===== src/rtl/muldiv_pkg.sv =====
// Shared constants for the HI/LO multiply/divide sequencer:
// op codes, FSM state encoding, default widths and an op-class helper.
package muldiv_pkg;

  localparam int DW_DEF         = 32;
  localparam int DIV_CYCLES_DEF = 32;

  localparam logic [3:0] OP_MULT  = 4'd0;
  localparam logic [3:0] OP_MULTU = 4'd1;
  localparam logic [3:0] OP_DIV   = 4'd2;
  localparam logic [3:0] OP_DIVU  = 4'd3;
  localparam logic [3:0] OP_MTHI  = 4'd4;
  localparam logic [3:0] OP_MTLO  = 4'd5;
  localparam logic [3:0] OP_MADD  = 4'd6;
  localparam logic [3:0] OP_MADDU = 4'd7;
  localparam logic [3:0] OP_MSUB  = 4'd8;
  localparam logic [3:0] OP_MSUBU = 4'd9;

  typedef enum logic [2:0] {
    S_IDLE     = 3'd0,
    S_MUL      = 3'd1,
    S_DIV_PREP = 3'd2,
    S_DIV_ITER = 3'd3,
    S_DIV_FIX  = 3'd4
  } state_t;

  function automatic logic op_is_madd(input logic [3:0] o);
    return (o == OP_MADD) || (o == OP_MADDU) ||
           (o == OP_MSUB) || (o == OP_MSUBU);
  endfunction

endpackage


===== src/rtl/div_step.sv =====
// One combinational restoring-divide step.
// In: partial remainder, next dividend bit, divisor. Out: next remainder, quotient bit.
module div_step #(
  parameter int DW = 32
) (
  input  logic [DW-1:0] rem_i,
  input  logic          dvd_bit_i,
  input  logic [DW-1:0] dvs_i,
  output logic [DW-1:0] rem_o,
  output logic          q_o
);

  logic [DW:0] sh;
  logic [DW:0] diff;
  logic        unused_diff_msb;

  always_comb begin
    sh    = {rem_i, dvd_bit_i};
    diff  = sh - {1'b0, dvs_i};
    q_o   = (sh >= {1'b0, dvs_i});
    // remainder stays below the divisor, so DW bits always hold it
    rem_o = q_o ? diff[DW-1:0] : sh[DW-1:0];
  end

  assign unused_diff_msb = diff[DW];

endmodule


===== src/rtl/hilo_muldiv_ctrl.sv =====
// HI/LO sequencer: 1-cycle multiply, radix-2 restoring divide, MTHI/MTLO.
// Ports: clk/rst_n, start/op/opa/opb/flush in, busy/done, HI/LO write and read ports.
// Optional MADD/MSUB family enabled by macro HILO_MULDIV_MADD_EN.
module hilo_muldiv_ctrl
  import muldiv_pkg::*;
#(
  parameter int DW         = DW_DEF,
  parameter int DIV_CYCLES = DIV_CYCLES_DEF
) (
  input  logic          clk,
  input  logic          rst_n,
  input  logic          start,
  input  logic [3:0]    op,
  input  logic [DW-1:0] opa,
  input  logic [DW-1:0] opb,
  input  logic          flush,
  output logic          busy,
  output logic          done,
  output logic          wehi,
  output logic [DW-1:0] wdatahi,
  output logic          welo,
  output logic [DW-1:0] wdatalo,
  output logic          rehi,
  output logic          relo,
  input  logic [DW-1:0] rdatahi,
  input  logic [DW-1:0] rdatalo
);

  localparam int CW = $clog2(DIV_CYCLES + 1);

  state_t          state_q, state_d;
  logic [CW-1:0]   count_q, count_d;
  logic [3:0]      op_q, op_d;
  logic [DW-1:0]   a_q, a_d;
  logic [DW-1:0]   b_q, b_d;
  logic [DW-1:0]   dvd_q, dvd_d;
  logic [DW-1:0]   dvs_q, dvs_d;
  logic [DW-1:0]   rem_q, rem_d;
  logic            nq_q, nq_d;
  logic            nr_q, nr_d;
  logic            dz_q, dz_d;
  logic            done_q, done_d;
  logic            wehi_q, wehi_d;
  logic            welo_q, welo_d;
  logic [DW-1:0]   whi_q, whi_d;
  logic [DW-1:0]   wlo_q, wlo_d;

  logic            legal;
  logic            accept;
  logic            mul_sgn;
  logic [2*DW-1:0] ax, bx, prod, res;
  logic [DW-1:0]   step_rem;
  logic            step_q;
  logic [DW-1:0]   q_fix, r_fix;
  logic            sgn_div;

  assign busy    = (state_q != S_IDLE);
  assign done    = done_q;
  assign wehi    = wehi_q;
  assign welo    = welo_q;
  assign wdatahi = whi_q;
  assign wdatalo = wlo_q;

`ifdef HILO_MULDIV_MADD_EN
  assign legal = (op <= OP_MSUBU);
`else
  assign legal = (op <= OP_MTLO);
`endif

  assign accept = start & ~busy & ~flush & legal;

  div_step #(.DW(DW)) u_div_step (
    .rem_i     (rem_q),
    .dvd_bit_i (dvd_q[DW-1]),
    .dvs_i     (dvs_q),
    .rem_o     (step_rem),
    .q_o       (step_q)
  );

  // state register plus datapath flops
  always_ff @(posedge clk or negedge rst_n) begin
    if (!rst_n) begin
      state_q <= S_IDLE;
      count_q <= '0;
      op_q    <= '0;
      a_q     <= '0;
      b_q     <= '0;
      dvd_q   <= '0;
      dvs_q   <= '0;
      rem_q   <= '0;
      nq_q    <= 1'b0;
      nr_q    <= 1'b0;
      dz_q    <= 1'b0;
      done_q  <= 1'b0;
      wehi_q  <= 1'b0;
      welo_q  <= 1'b0;
      whi_q   <= '0;
      wlo_q   <= '0;
    end else begin
      state_q <= state_d;
      count_q <= count_d;
      op_q    <= op_d;
      a_q     <= a_d;
      b_q     <= b_d;
      dvd_q   <= dvd_d;
      dvs_q   <= dvs_d;
      rem_q   <= rem_d;
      nq_q    <= nq_d;
      nr_q    <= nr_d;
      dz_q    <= dz_d;
      done_q  <= done_d;
      wehi_q  <= wehi_d;
      welo_q  <= welo_d;
      whi_q   <= whi_d;
      wlo_q   <= wlo_d;
    end
  end

  // next state
  always_comb begin
    state_d = state_q;
    unique case (state_q)
      S_IDLE: begin
        if (accept) begin
          if (op == OP_DIV || op == OP_DIVU) begin
            state_d = S_DIV_PREP;
          end else if (op != OP_MTHI && op != OP_MTLO) begin
            state_d = S_MUL;
          end
        end
      end
      S_MUL:      state_d = S_IDLE;
      S_DIV_PREP: state_d = S_DIV_ITER;
      S_DIV_ITER: begin
        if (count_q == CW'(DIV_CYCLES - 1)) begin
          state_d = S_DIV_FIX;
        end
      end
      S_DIV_FIX:  state_d = S_IDLE;
      default:    state_d = S_IDLE;
    endcase
    if (flush) begin
      state_d = S_IDLE;
    end
  end

  // multiply / accumulate result
  always_comb begin
    mul_sgn = (op_q == OP_MULT) || (op_q == OP_MADD) ||
              (op_q == OP_MSUB);
    ax   = mul_sgn ? {{DW{a_q[DW-1]}}, a_q} : {{DW{1'b0}}, a_q};
    bx   = mul_sgn ? {{DW{b_q[DW-1]}}, b_q} : {{DW{1'b0}}, b_q};
    prod = ax * bx;
    res  = prod;
    rehi = 1'b0;
    relo = 1'b0;
`ifdef HILO_MULDIV_MADD_EN
    if (op_is_madd(op_q)) begin
      if (op_q == OP_MSUB || op_q == OP_MSUBU) begin
        res = {rdatahi, rdatalo} - prod;
      end else begin
        res = {rdatahi, rdatalo} + prod;
      end
      rehi = (state_q == S_MUL);
      relo = (state_q == S_MUL);
    end
`endif
  end

`ifndef HILO_MULDIV_MADD_EN
  logic unused_rd;
  assign unused_rd = ^{rdatahi, rdatalo};
`endif

  // outputs and datapath updates
  always_comb begin
    count_d = count_q;
    op_d    = op_q;
    a_d     = a_q;
    b_d     = b_q;
    dvd_d   = dvd_q;
    dvs_d   = dvs_q;
    rem_d   = rem_q;
    nq_d    = nq_q;
    nr_d    = nr_q;
    dz_d    = dz_q;
    done_d  = 1'b0;
    wehi_d  = 1'b0;
    welo_d  = 1'b0;
    whi_d   = whi_q;
    wlo_d   = wlo_q;
    sgn_div = (op_q == OP_DIV);
    q_fix   = nq_q ? -dvd_q : dvd_q;
    r_fix   = nr_q ? -rem_q : rem_q;
    unique case (state_q)
      S_IDLE: begin
        if (accept) begin
          op_d = op;
          a_d  = opa;
          b_d  = opb;
          if (op == OP_MTHI) begin
            wehi_d = 1'b1;
            whi_d  = opa;
            done_d = 1'b1;
          end else if (op == OP_MTLO) begin
            welo_d = 1'b1;
            wlo_d  = opa;
            done_d = 1'b1;
          end
        end
      end
      S_MUL: begin
        if (!flush) begin
          wehi_d = 1'b1;
          welo_d = 1'b1;
          done_d = 1'b1;
          whi_d  = res[2*DW-1:DW];
          wlo_d  = res[DW-1:0];
        end
      end
      S_DIV_PREP: begin
        dvd_d   = (sgn_div & a_q[DW-1]) ? -a_q : a_q;
        dvs_d   = (sgn_div & b_q[DW-1]) ? -b_q : b_q;
        rem_d   = '0;
        count_d = '0;
        nq_d    = sgn_div & (a_q[DW-1] ^ b_q[DW-1]);
        nr_d    = sgn_div & a_q[DW-1];
        dz_d    = (b_q == '0);
      end
      S_DIV_ITER: begin
        rem_d   = step_rem;
        // dividend register doubles as the quotient shift register
        dvd_d   = {dvd_q[DW-2:0], step_q};
        count_d = count_q + CW'(1);
      end
      S_DIV_FIX: begin
        if (!flush) begin
          wehi_d = 1'b1;
          welo_d = 1'b1;
          done_d = 1'b1;
          whi_d  = dz_q ? a_q : r_fix;
          wlo_d  = dz_q ? '1  : q_fix;
        end
      end
      default: ;
    endcase
  end

endmodule

===== config.mk =====
export PLATFORM = sky130hd
export DESIGN_NAME = hilo_muldiv_ctrl
export DESIGN_NICKNAME = d
export VERILOG_FILES = /design/src/rtl/muldiv_pkg.sv /design/src/rtl/div_step.sv /design/src/rtl/hilo_muldiv_ctrl.sv
export SDC_FILE = /design/constraint.sdc
export NUM_CORES = 2
export LEC_CHECK = 0
export CORE_MARGIN = 2
export CORE_UTILIZATION = 53
export CTS_CLUSTER_DIAMETER = 50
export DETAILED_ROUTE_END_ITERATION = 10
export PLACE_DENSITY = 0.71
export SLEW_MARGIN = 25
export SYNTH_ARGS = -nofsm -noshare
export SYNTH_HDL_FRONTEND = slang
export SYNTH_SLANG_ARGS = --single-unit

===== constraint.sdc =====
create_clock -name clk -period 16.1 [get_ports clk]
set_input_delay 1.61 -clock clk [delete_from_list [all_inputs] [get_ports clk]]
set_output_delay 1.61 -clock clk [all_outputs]
set_load 0.1 [all_outputs]

Figure 1. The metal 1 layer.
Scale: 1 px per um. Supply wires on this layer in gray.
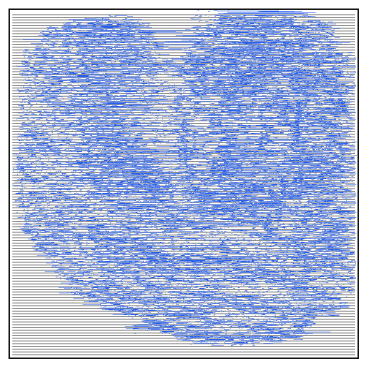
longest straight run	88.3 um
nets with wire on the layer	7969
wire length on this layer	74.1 mm
share of all routed wire	39%

Figure 2. M2 wires.
Scale: 1 px per um.
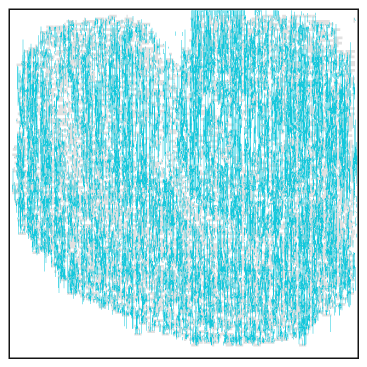
share of all routed wire	48%
wire length on this layer	91.3 mm
nets with wire on the layer	7487

Figure 3. Metal 3.
Scale: 1 px per um.
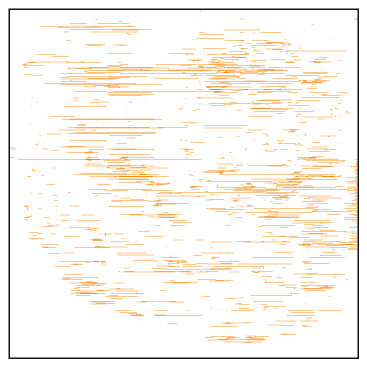
longest straight run	132 um
share of all routed wire	7.8%
main direction	horizontal
nets with wire on the layer	535
Total Wirelength: 190000 um
met3 usage in global routing: 4.39%
routed vias: 47560

==> flow_summary.json <==
{
  "final_area_sq_um": 66300,
  "core_util_floorplan_pct": 53.6,
  "critical_path.endpoint_type": "flop",
  "clock-root-buffer": "sky130_fd_sc_hd__clkbuf_16",
  "die_width_um": 347,
  "comb_area_share_pct": 73.6,
  "critPathMaxFanout": 23,
  "nFillCells": 10263,
  "synth-seq-area-share_pct": 9.73,
  "area_dominant_class": "combinational gates",
  "total_negative_slack_for_setup_checks_ns": 0,
  "min_period_ns": 11.56,
  "floorplan.tapcells": 1524,
  "postPlaceCellArea_sq_um": 65100,
  "chipHeight_um": 347,
  "tightestPinTransition_ns": 1.15,
  "grt_max_degree": 113,
  "yosysUniqueCellTypes": 76,
  "ff_latch_area_sq_um": 6100,
  "inverters_non_clock": 1652,
  "grt_first_pass_wirelength_um": 299000,
  "synth_simple_gate_area_share_pct": 12.9,
  "result_of_the_run": "complete, no violations",
  "synthesis.yosys.warnings": 0,
  "clock_tree.buffer_depth": 3,
  "yosys_cells": 6934,
  "fp.coreArea_sq_um": 117000,
  "grt_overflow_total": 0,
  "seqAreaFraction_pct": 9.20,
  "synth_async_sr_flop_share_pct": 100,
  "max_freq_mhz": 86.5,
  "synth_area_leader_cell": "sky130_fd_sc_hd__fa_1",
  "clock_pin_slew_of_the_registers_on_the_worst_case_setup_and_hold_paths_ns": 0.07,
  "synthXorXnorAreaFrac_pct": 3.57,
  "clock_tree.htree_level_count": 1,
  "gpl.final_weighted_congestion": 1.00,
  "common_cells": "sky130_fd_sc_hd__inv_1 (1650), sky130_fd_sc_hd__fa_1 (1420), sky130_fd_sc_hd__nand2_1 (1029)",
  "numSynthFlops": 243,
  "final-hold-violation-count": 0,
  "drt_pass1_iterations": 7
}
-- layer usage --
metal	GRT usage, %	up-vias	wire length [um]
met5	0	-	46
met2	54.6	1980	91300
met3	4.39	406	14900
met1	42.3	24731	74100
li1	-	20437	-
met4	14.2	6	9960
-- critical path, delay by kind of cell (launching register included) --
family                     cells  cell delay, ns
AOI/OAI and AO/OA              6            1.41
buffers and inverters          9            1.60
DFF                            1            0.40
adders and majority gates     11            6.32
and+or+nand+nor                7            1.63
-- through the flow --
step                      cells  hold slack [ns]  util, %
after floorplan            6935            0.450        -
after global placement     8309            0.455     55.9
after detailed placement   8309            0.457     55.9
after CTS                  8367            0.471     56.9
after global routing       8368            0.508     56.9
final                      8371            0.469     56.9
-- final timing paths --
check,endpoint,cells past startpoint,startpoint,slack (ns)
min,nq_q$_DFFE_PN0P_,2,nq_q$_DFFE_PN0P_,0.47
min reg2reg,nq_q$_DFFE_PN0P_,2,nq_q$_DFFE_PN0P_,0.47
max,wdatahi[30]$_DFFE_PN0P_,33,op_q[2]$_DFFE_PN0P_,4.54
min in group asynchronous,b_q[18]$_DFFE_PN0P_,1,rst_n,1.05
max in group asynchronous,a_q[12]$_DFFE_PN0P_,2,rst_n,13.57
max reg2reg,wdatahi[30]$_DFFE_PN0P_,33,op_q[2]$_DFFE_PN0P_,4.54
-- kinds of logic after synthesis --
group	count (synthesis)
buffers and inverters	2041
AND/OR/NAND/NOR	1774
adder cells (fa/ha/maj)	1769
AND-OR/OR-AND	772
XOR/XNOR	253
flip-flops	243
multiplexers	81
other	1
